$ cat config.mk
export PLATFORM = sky130hd
export DESIGN_NAME = m_unit_iter
export DESIGN_NICKNAME = d
export VERILOG_FILES = /design/src/rtl/m_unit_iter.sv
export SDC_FILE = /design/constraint.sdc
export NUM_CORES = 1
export LEC_CHECK = 0
export CAP_MARGIN = 0
export CORE_ASPECT_RATIO = 0.9
export CORE_MARGIN = 2
export CORE_UTILIZATION = 24
export DETAILED_ROUTE_END_ITERATION = 6
export PLACE_DENSITY = 0.4
export SYNTH_ARGS = -nofsm -noshare
export SYNTH_HDL_FRONTEND = slang
export SYNTH_SLANG_ARGS = --single-unit
$ cat constraint.sdc
create_clock -name CLK -period 7.3 [get_ports CLK]
set_input_delay 1.46 -clock CLK [delete_from_list [all_inputs] [get_ports CLK]]
set_output_delay 1.46 -clock CLK [all_outputs]
set_load 0.01 [all_outputs]
$ cat src/rtl/m_unit_iter.sv
// m_unit_iter: iterative RISC-V M-extension multiply/divide unit.
// Works on operand magnitudes, one bit per cycle: shift-add for multiply,
// restoring division for divide. The sign is applied in FINISH.
// Divide-by-zero and signed overflow are resolved when the request is
// accepted and skip the iteration phase.
module m_unit_iter #(
  parameter int WIDTH = 32
) (
  input  logic             CLK,
  input  logic             RESET,
  input  logic             START,
  input  logic             ABORT,
  input  logic [2:0]       SELECT,
  input  logic [WIDTH-1:0] DATA1,
  input  logic [WIDTH-1:0] DATA2,
  output logic [WIDTH-1:0] RESULT,
  output logic             BUSY,
  output logic             DONE
);

  // Step counter must be able to hold WIDTH.
  localparam int              CW        = $clog2(WIDTH + 1);
  localparam logic [CW-1:0]   LAST_STEP = CW'(WIDTH - 1);
  localparam logic [CW-1:0]   COUNT_ONE = CW'(1);
  localparam logic [WIDTH-1:0] MIN_NEG  = {1'b1, {(WIDTH-1){1'b0}}};

  // Controller states.
  localparam logic [1:0] S_IDLE   = 2'd0;
  localparam logic [1:0] S_CALC   = 2'd1;
  localparam logic [1:0] S_FINISH = 2'd2;

  // RISC-V funct3 encodings.
  localparam logic [2:0] OP_MUL    = 3'b000;
  localparam logic [2:0] OP_MULH   = 3'b001;
  localparam logic [2:0] OP_MULHSU = 3'b010;
  localparam logic [2:0] OP_DIV    = 3'b100;
  localparam logic [2:0] OP_REM    = 3'b110;

  // State registers and their next values.
  logic [1:0]       state_reg,   state_next;
  logic [CW-1:0]    count_reg,   count_next;
  logic [2:0]       op_reg,      op_next;
  logic             neg_reg,     neg_next;
  logic             special_reg, special_next;
  logic [WIDTH-1:0] hi_reg,      hi_next;
  logic [WIDTH-1:0] lo_reg,      lo_next;
  logic [WIDTH-1:0] opnd_reg,    opnd_next;
  logic [WIDTH-1:0] result_reg,  result_next;
  logic             done_reg,    done_next;

  // Request decode, only meaningful while idle.
  logic             signed1_in;
  logic             signed2_in;
  logic             s1_in;
  logic             s2_in;
  logic [WIDTH-1:0] mag1_in;
  logic [WIDTH-1:0] mag2_in;
  logic             div_zero_in;
  logic             div_ovf_in;
  logic             special_in;
  logic [WIDTH-1:0] special_val_in;
  logic             neg_in;

  // Iteration datapath.
  logic [WIDTH-1:0] addend;
  logic [WIDTH:0]   mul_sum;
  logic [WIDTH:0]   div_shift;
  logic [WIDTH-1:0] div_sub;
  logic             div_ge;
  logic [WIDTH-1:0] step_hi;
  logic [WIDTH-1:0] step_lo;

  // Result formation.
  logic [2*WIDTH-1:0] product;
  logic [2*WIDTH-1:0] product_signed;
  logic [WIDTH-1:0]   div_pick;
  logic [WIDTH-1:0]   div_signed;
  logic [WIDTH-1:0]   final_result;

  // Decode signedness, magnitudes and early-resolved divide corner cases.
  always_comb begin
    signed1_in = (SELECT == OP_MUL) || (SELECT == OP_MULH) || (SELECT == OP_MULHSU) ||
                 (SELECT == OP_DIV) || (SELECT == OP_REM);
    signed2_in = (SELECT == OP_MUL) || (SELECT == OP_MULH) ||
                 (SELECT == OP_DIV) || (SELECT == OP_REM);
    s1_in      = signed1_in & DATA1[WIDTH-1];
    s2_in      = signed2_in & DATA2[WIDTH-1];
    // Negating the most negative value yields the same bit pattern, which is
    // exactly its magnitude when read as unsigned.
    mag1_in    = s1_in ? -DATA1 : DATA1;
    mag2_in    = s2_in ? -DATA2 : DATA2;
    div_zero_in = SELECT[2] && (DATA2 == '0);
    div_ovf_in  = SELECT[2] && !SELECT[0] && (DATA1 == MIN_NEG) && (DATA2 == '1);
    special_in  = div_zero_in || div_ovf_in;
    if (div_zero_in) begin
      special_val_in = SELECT[1] ? DATA1 : '1;
    end else begin
      special_val_in = SELECT[1] ? '0 : DATA1;
    end
    // Remainder takes the dividend's sign; everything else takes s1 xor s2.
    neg_in = (SELECT[2] && SELECT[1]) ? s1_in : (s1_in ^ s2_in);
  end

  // Multiplicand gated by the current multiplier LSB.
  genvar gi;
  generate
    for (gi = 0; gi < WIDTH; gi++) begin : g_addend
      assign addend[gi] = opnd_reg[gi] & lo_reg[0];
    end
  endgenerate

  // One shift-add or one restoring-division step.
  always_comb begin
    mul_sum   = {1'b0, hi_reg} + {1'b0, addend};
    div_shift = {hi_reg, lo_reg[WIDTH-1]};
    div_ge    = (div_shift >= {1'b0, opnd_reg});
    // When div_ge holds the true difference is below the divisor, so the low
    // WIDTH bits of the subtraction are exact.
    div_sub   = div_shift[WIDTH-1:0] - opnd_reg;
    if (op_reg[2]) begin
      step_hi = div_ge ? div_sub : div_shift[WIDTH-1:0];
      step_lo = {lo_reg[WIDTH-2:0], div_ge};
    end else begin
      step_hi = mul_sum[WIDTH:1];
      step_lo = {mul_sum[0], lo_reg[WIDTH-1:1]};
    end
  end

  // Sign correction and selection of the architectural result.
  always_comb begin
    product        = {hi_reg, lo_reg};
    product_signed = neg_reg ? -product : product;
    div_pick       = op_reg[1] ? hi_reg : lo_reg;
    div_signed     = neg_reg ? -div_pick : div_pick;
    if (special_reg) begin
      final_result = lo_reg;
    end else if (op_reg[2]) begin
      final_result = div_signed;
    end else if (op_reg[1:0] == 2'b00) begin
      final_result = product_signed[WIDTH-1:0];
    end else begin
      final_result = product_signed[2*WIDTH-1:WIDTH];
    end
  end

  // Controller: accept, iterate, finish; abort returns to idle silently.
  always_comb begin
    state_next   = state_reg;
    count_next   = count_reg;
    op_next      = op_reg;
    neg_next     = neg_reg;
    special_next = special_reg;
    hi_next      = hi_reg;
    lo_next      = lo_reg;
    opnd_next    = opnd_reg;
    result_next  = result_reg;
    done_next    = 1'b0;
    case (state_reg)
      S_IDLE: begin
        if (START && !ABORT) begin
          op_next      = SELECT;
          neg_next     = neg_in;
          special_next = special_in;
          count_next   = '0;
          hi_next      = '0;
          if (special_in) begin
            lo_next    = special_val_in;
            opnd_next  = '0;
            state_next = S_FINISH;
          end else if (SELECT[2]) begin
            // Dividend shifts out of lo while quotient bits shift in.
            lo_next    = mag1_in;
            opnd_next  = mag2_in;
            state_next = S_CALC;
          end else begin
            // Multiplier shifts out of lo while product bits shift in.
            lo_next    = mag2_in;
            opnd_next  = mag1_in;
            state_next = S_CALC;
          end
        end
      end
      S_CALC: begin
        if (ABORT) begin
          state_next = S_IDLE;
        end else begin
          hi_next    = step_hi;
          lo_next    = step_lo;
          count_next = count_reg + COUNT_ONE;
          if (count_reg == LAST_STEP) begin
            state_next = S_FINISH;
          end
        end
      end
      S_FINISH: begin
        state_next = S_IDLE;
        if (!ABORT) begin
          result_next = final_result;
          done_next   = 1'b1;
        end
      end
      default: begin
        state_next = S_IDLE;
      end
    endcase
  end

  // State update with synchronous reset.
  always_ff @(posedge CLK) begin
    if (RESET) begin
      state_reg   <= S_IDLE;
      count_reg   <= '0;
      op_reg      <= '0;
      neg_reg     <= 1'b0;
      special_reg <= 1'b0;
      hi_reg      <= '0;
      lo_reg      <= '0;
      opnd_reg    <= '0;
      result_reg  <= '0;
      done_reg    <= 1'b0;
    end else begin
      state_reg   <= state_next;
      count_reg   <= count_next;
      op_reg      <= op_next;
      neg_reg     <= neg_next;
      special_reg <= special_next;
      hi_reg      <= hi_next;
      lo_reg      <= lo_next;
      opnd_reg    <= opnd_next;
      result_reg  <= result_next;
      done_reg    <= done_next;
    end
  end

  assign RESULT = result_reg;
  assign DONE   = done_reg;
  assign BUSY   = (state_reg != S_IDLE);

endmodule
### Cell classes on the final placement

Fill, decap, tap and diode cells in grey.
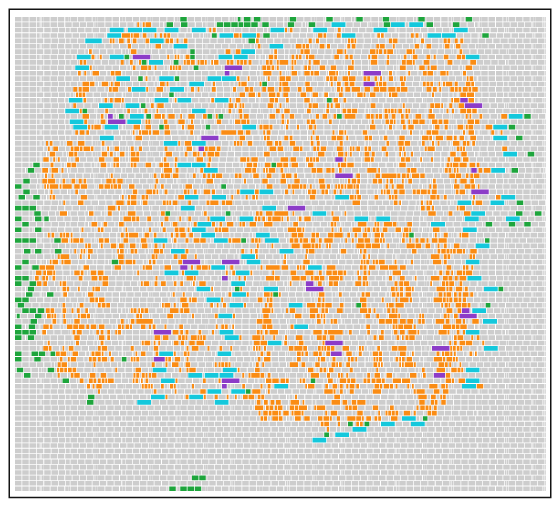
- orange: remaining logic cells (cells 1903)
- green: remaining buffers and delay cells (cells 147)
- cyan: sequential cells (cells 142)
- purple: clock drivers and dummy loads (cells 32)
post-route cell area: 0.0178 mm2
register share of the cell area: 0.160
Site Rows: 88
final core area utilization: 0.278

==> job_summary.md <==
### Flow metrics

| Metric | Value |
|---|---|
| Number of antenna violations at the first check in global routing | `1` |
| Area occupied by multi-input gates | `0.0117 mm2` |
| Count of port buffers added during placement | `104` |
| Detailed-router iteration count before antenna repair | `5` |
| Critical path's slowest cell | `sky130_fd_sc_hd__inv_1` |
| Count of H-tree levels built during CTS | `4` |
| Compound-cell area share of the yosys netlist | `0.298` |
| Dominant comb cell | `AND-OR/OR-AND gates` |
| Net count reported at finish | `2354` |
| Layout Area Growth over Synthesis | `14.8%` |
| Startpoint kind of the worst setup timing path | `register` |
| Number of global-route vias before repair | `16200` |
| RSZ-0062 raised after global routing | `no` |
| Worst R2R Path Depth | `14` |
| Die width | `roughly 270 um` |
| Outcome | `complete, no violations` |
| Setup CP Type | `register to register` |
| Startpoint of the most critical register-to-register path | `lo_reg[0]` |
| Max-slew violation count | `0` |
| Pin slew with the least headroom to its limit | `roughly 1.2 ns` |
| Synthesized netlist net count | `around 2400` |
| Filler cell count in the final layout | `7055` |
| Number of buffers inserted during clock tree synthesis | `17` |
| Distinct lib cells | `90` |
| Post-layout worst setup margin | `roughly 2.2 ns` |
| Maximum number of pins on one net before global-route repair | `between 80 and 90` |
| Maximum fanout along the worst path | `22` |
| Cell resize tally after clock tree synthesis | `0` |
| Number of warnings in the stage logs | `27` |
| Number of sinks handled by clock tree synthesis | `142` |
| Top cells by area, synth | `sky130_fd_sc_hd__dfxtp_1, sky130_fd_sc_hd__o21ai_0, sky130_fd_sc_hd__nand2_1, sky130_fd_sc_hd__a21oi_1, sky130_fd_sc_hd__ha_1` |
| Adder Area Share | `0.0589` |
| Headroom to the max-slew limit | `0.169` |
| Worst setup timing slack at the placement stage | `around 2.0 ns` |
| Static Leak | `6.58 nW` |
| Post-Route Setup TNS | `0 ns` |
| Most frequent logic cells in the routed design | `sky130_fd_sc_hd__nand2_1, sky130_fd_sc_hd__o21ai_0, sky130_fd_sc_hd__nor2_1` |
| Post-CTS clock slew at the launch and capture registers of the worst setup and hold paths | `0.07 ns` |
| Vertical die size | `between 200 and 250 um` |
| Critical path's most frequent cell | `sky130_fd_sc_hd__a21oi_1` |
| Number of DRC markers after the initial detailed-route iteration | `1523` |
| Core area | `0.0641 mm2` |
| Max stage delay on crit path | `around 0.75 ns` |
| Total standard cell area after synthesis | `roughly 0.016 mm2` |
| Maximum buffer depth of the clock tree | `2` |
| Sequential cell area in the final layout | `0.00285 mm2` |
| Worst reg2reg endpoint | `hi_reg[27]` |
| Root buffer cell | `sky130_fd_sc_hd__clkbuf_16` |
| Endpoints failing setup | `0` |
| Setup slack, reg-to-reg | `~2.2 ns` |
| WL per Instance | `23.6 um` |
| Cell type contributing the most total cell area after synthesis | `sky130_fd_sc_hd__dfxtp_1` |
| Cell family contributing the most delay on the critical path | `AND-OR/OR-AND gates` |
| Routability cong. | `0.930` |
| CP cell instances | `inv_1 -> buf_4 -> nor2_1 -> ha_1 -> nand2b_1 -> a21oi_1 -> o21a_1 -> nor2_1 -> o311ai_1 -> a21oi_1 -> o31ai_1 -> a21oi_1 -> xnor2_1 -> a221o_1` |
| Power per standard cell area | `156 mW/mm2` |
| Crit path arrival time | `approximately 5.5 ns` |
| Top cell type's share of synthesized area | `0.183` |
| Buf/Inv on CP | `2` |
| Total die size | `0.0668 mm2` |
| Routed via count | `17100` |
| Synth flops | `142` |
| Number of primary I/O pins | `105` |
| Final number of hold-violating endpoints | `0` |
| Init Core Util | `0.242` |
| Total of hold buffers inserted after clock tree synthesis | `0` |
| Post-Synthesis Mean Instance Area | `6.99 um2` |
| Total global routing overflow | `0` |
| Xor and xnor fraction of the mapped netlist area | `0.108` |
| Vias per inst | `5.54` |
| Synthesized netlist cell count | `between 2000 and 2500` |
| Crit path time final | `approximately 5.1 ns` |
| Dominant register cell | `sky130_fd_sc_hd__dfxtp_1` |
| Dpl hpwl | `56.1 mm` |
| End point of the worst hold path | `RESULT[7]` |
| EDFF count, synth | `0` |
| Chip area line of the yosys report | `0.0155 mm2` |
| Worst min-delay path class | `register to register` |
| Post-synthesis async set-or-reset flop share | `0` |
| Basic-gate share of the synthesized area counting and, or, nand and nor cells | `0.234` |
| Fraction of layout cells with a size suffix above 1 | `0.0603` |
| Fin crit share | `0.697` |
| VDD IR max | `~0.00017 V` |
| Antenna viol nets, final | `0` |
| MUX area fraction | `0.0531` |
| Aggregate global-route resource usage | `0.215` |
| Maximum operating frequency | `197 MHz` |
| Beginning of the worst hold path | `RESULT[7]` |
| Sequential-to-total area share from yosys stat | `0.183` |
| Postcts setup bufs | `0` |
### Clock wires, drivers and flops

Bar = 100 um.
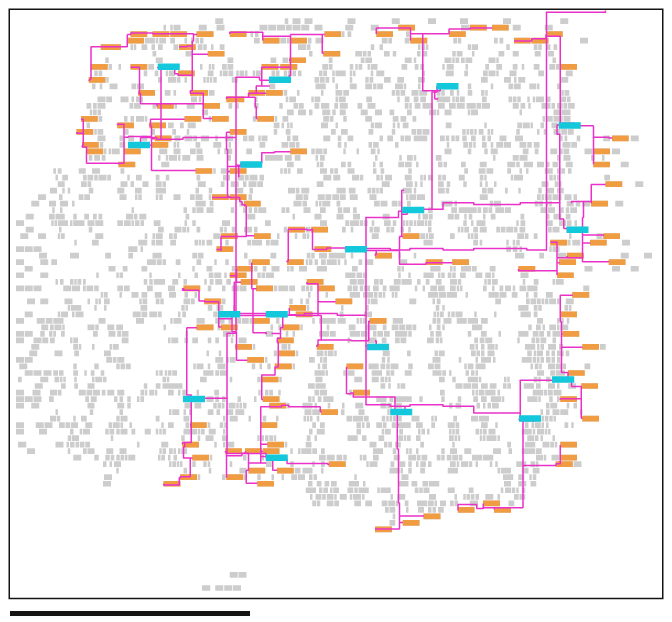
- orange: flip-flops (count 142)
- cyan: clock-net drivers (count 17)
- magenta: clock wires (length 2780 um)
- routed clock nets: 18
- flops lie: all over the die
Clk pwr share: 0.329
P_clk: 0.915 mW
skew final: 0.0131 ns
insertion delay of the later-clocked pin in the worst-skew pair: 0.50 ns

[power breakdown]
group	switching [mW]	internal [mW]	leakage, nW
clock	0.457	0.458	0.281
combinational	0.646	0.351	5.14
sequential	0.0620	0.804	1.16
total	1.16	1.61	6.58
[worst register-to-register path: stages, from the launching register on]
cell and delay [ns]:
sky130_fd_sc_hd__dfxtp_1 0.49, sky130_fd_sc_hd__inv_1 0.75, sky130_fd_sc_hd__buf_4 0.37, sky130_fd_sc_hd__nor2_1 0.08, sky130_fd_sc_hd__ha_1 0.32, sky130_fd_sc_hd__nand2b_1 0.11
sky130_fd_sc_hd__a21oi_1 0.37, sky130_fd_sc_hd__o21a_1 0.28, sky130_fd_sc_hd__nor2_1 0.08, sky130_fd_sc_hd__o311ai_1 0.57, sky130_fd_sc_hd__a21oi_1 0.37, sky130_fd_sc_hd__o31ai_1 0.59
sky130_fd_sc_hd__a21oi_1 0.16, sky130_fd_sc_hd__xnor2_1 0.15, sky130_fd_sc_hd__a221o_1 0.28
[cell usage after synthesis (28+ instances only)]
master,n
sky130_fd_sc_hd__dfxtp_1,142
sky130_fd_sc_hd__nand3_1,50
sky130_fd_sc_hd__mux2i_1,70
sky130_fd_sc_hd__o21ai_0,225
sky130_fd_sc_hd__nor3_1,79
sky130_fd_sc_hd__nand2_1,246
sky130_fd_sc_hd__ha_1,70
sky130_fd_sc_hd__xor2_1,93
sky130_fd_sc_hd__nor2_1,202
sky130_fd_sc_hd__nand2b_1,29
sky130_fd_sc_hd__clkbuf_1,129
sky130_fd_sc_hd__a211oi_1,33
sky130_fd_sc_hd__xnor2_1,98
sky130_fd_sc_hd__inv_1,70
sky130_fd_sc_hd__o211ai_1,28
sky130_fd_sc_hd__a21oi_1,181
sky130_fd_sc_hd__o31ai_1,28
[worst max path at each step]
stage,start,endpoint,depth (start not counted)
global route,lo_reg[0],hi_reg[30],15
detailed placement,DATA2[2],opnd_reg[1],11
floorplan,op_reg[1],RESULT[30],18
finish,lo_reg[0],hi_reg[27],14
global placement,DATA2[2],opnd_reg[1],11
CTS,lo_reg[0],hi_reg[27],14
[per-stage QoR]
step / utilization / instances / power [mW] / cell area [um2] / hold slack [ns]
final: 0.278 / 3080 / 2.78 / 17800 / 0.457
after global routing: 0.278 / 3079 / 2.92 / 17800 / 0.486
after CTS: 0.278 / 3079 / 2.79 / 17800 / 0.466
after detailed placement: 0.269 / 3047 / 1.86 / 17200 / 0.448
after global placement: 0.269 / 3047 / 1.87 / 17200 / 0.448
after floorplan: - / 2222 / 1.50 / 15500 / 0.432
[layout make-up]
class                   instances  share of cell area
flip-flops and latches        142               0.160
clock inverters                15             0.00954
repair buffers                147              0.0759
inverters                      73              0.0154
clock buffers                  17              0.0238
multi-input cells            1830               0.656
well taps                     855              0.0600
diodes                          1            0.000140
[layer usage]
metal | GRT usage | up-vias | wire length [um]
li1 | - | 8033 | -
met1 | 0.304 | 8279 | 34700
met2 | 0.325 | 633 | 31000
met3 | 0.0327 | 107 | 4510
met4 | 0.0826 | 2 | 2560
met5 | 0 | - | 13
Power figures rest on the tool's default switching activity, not on a simulated workload.
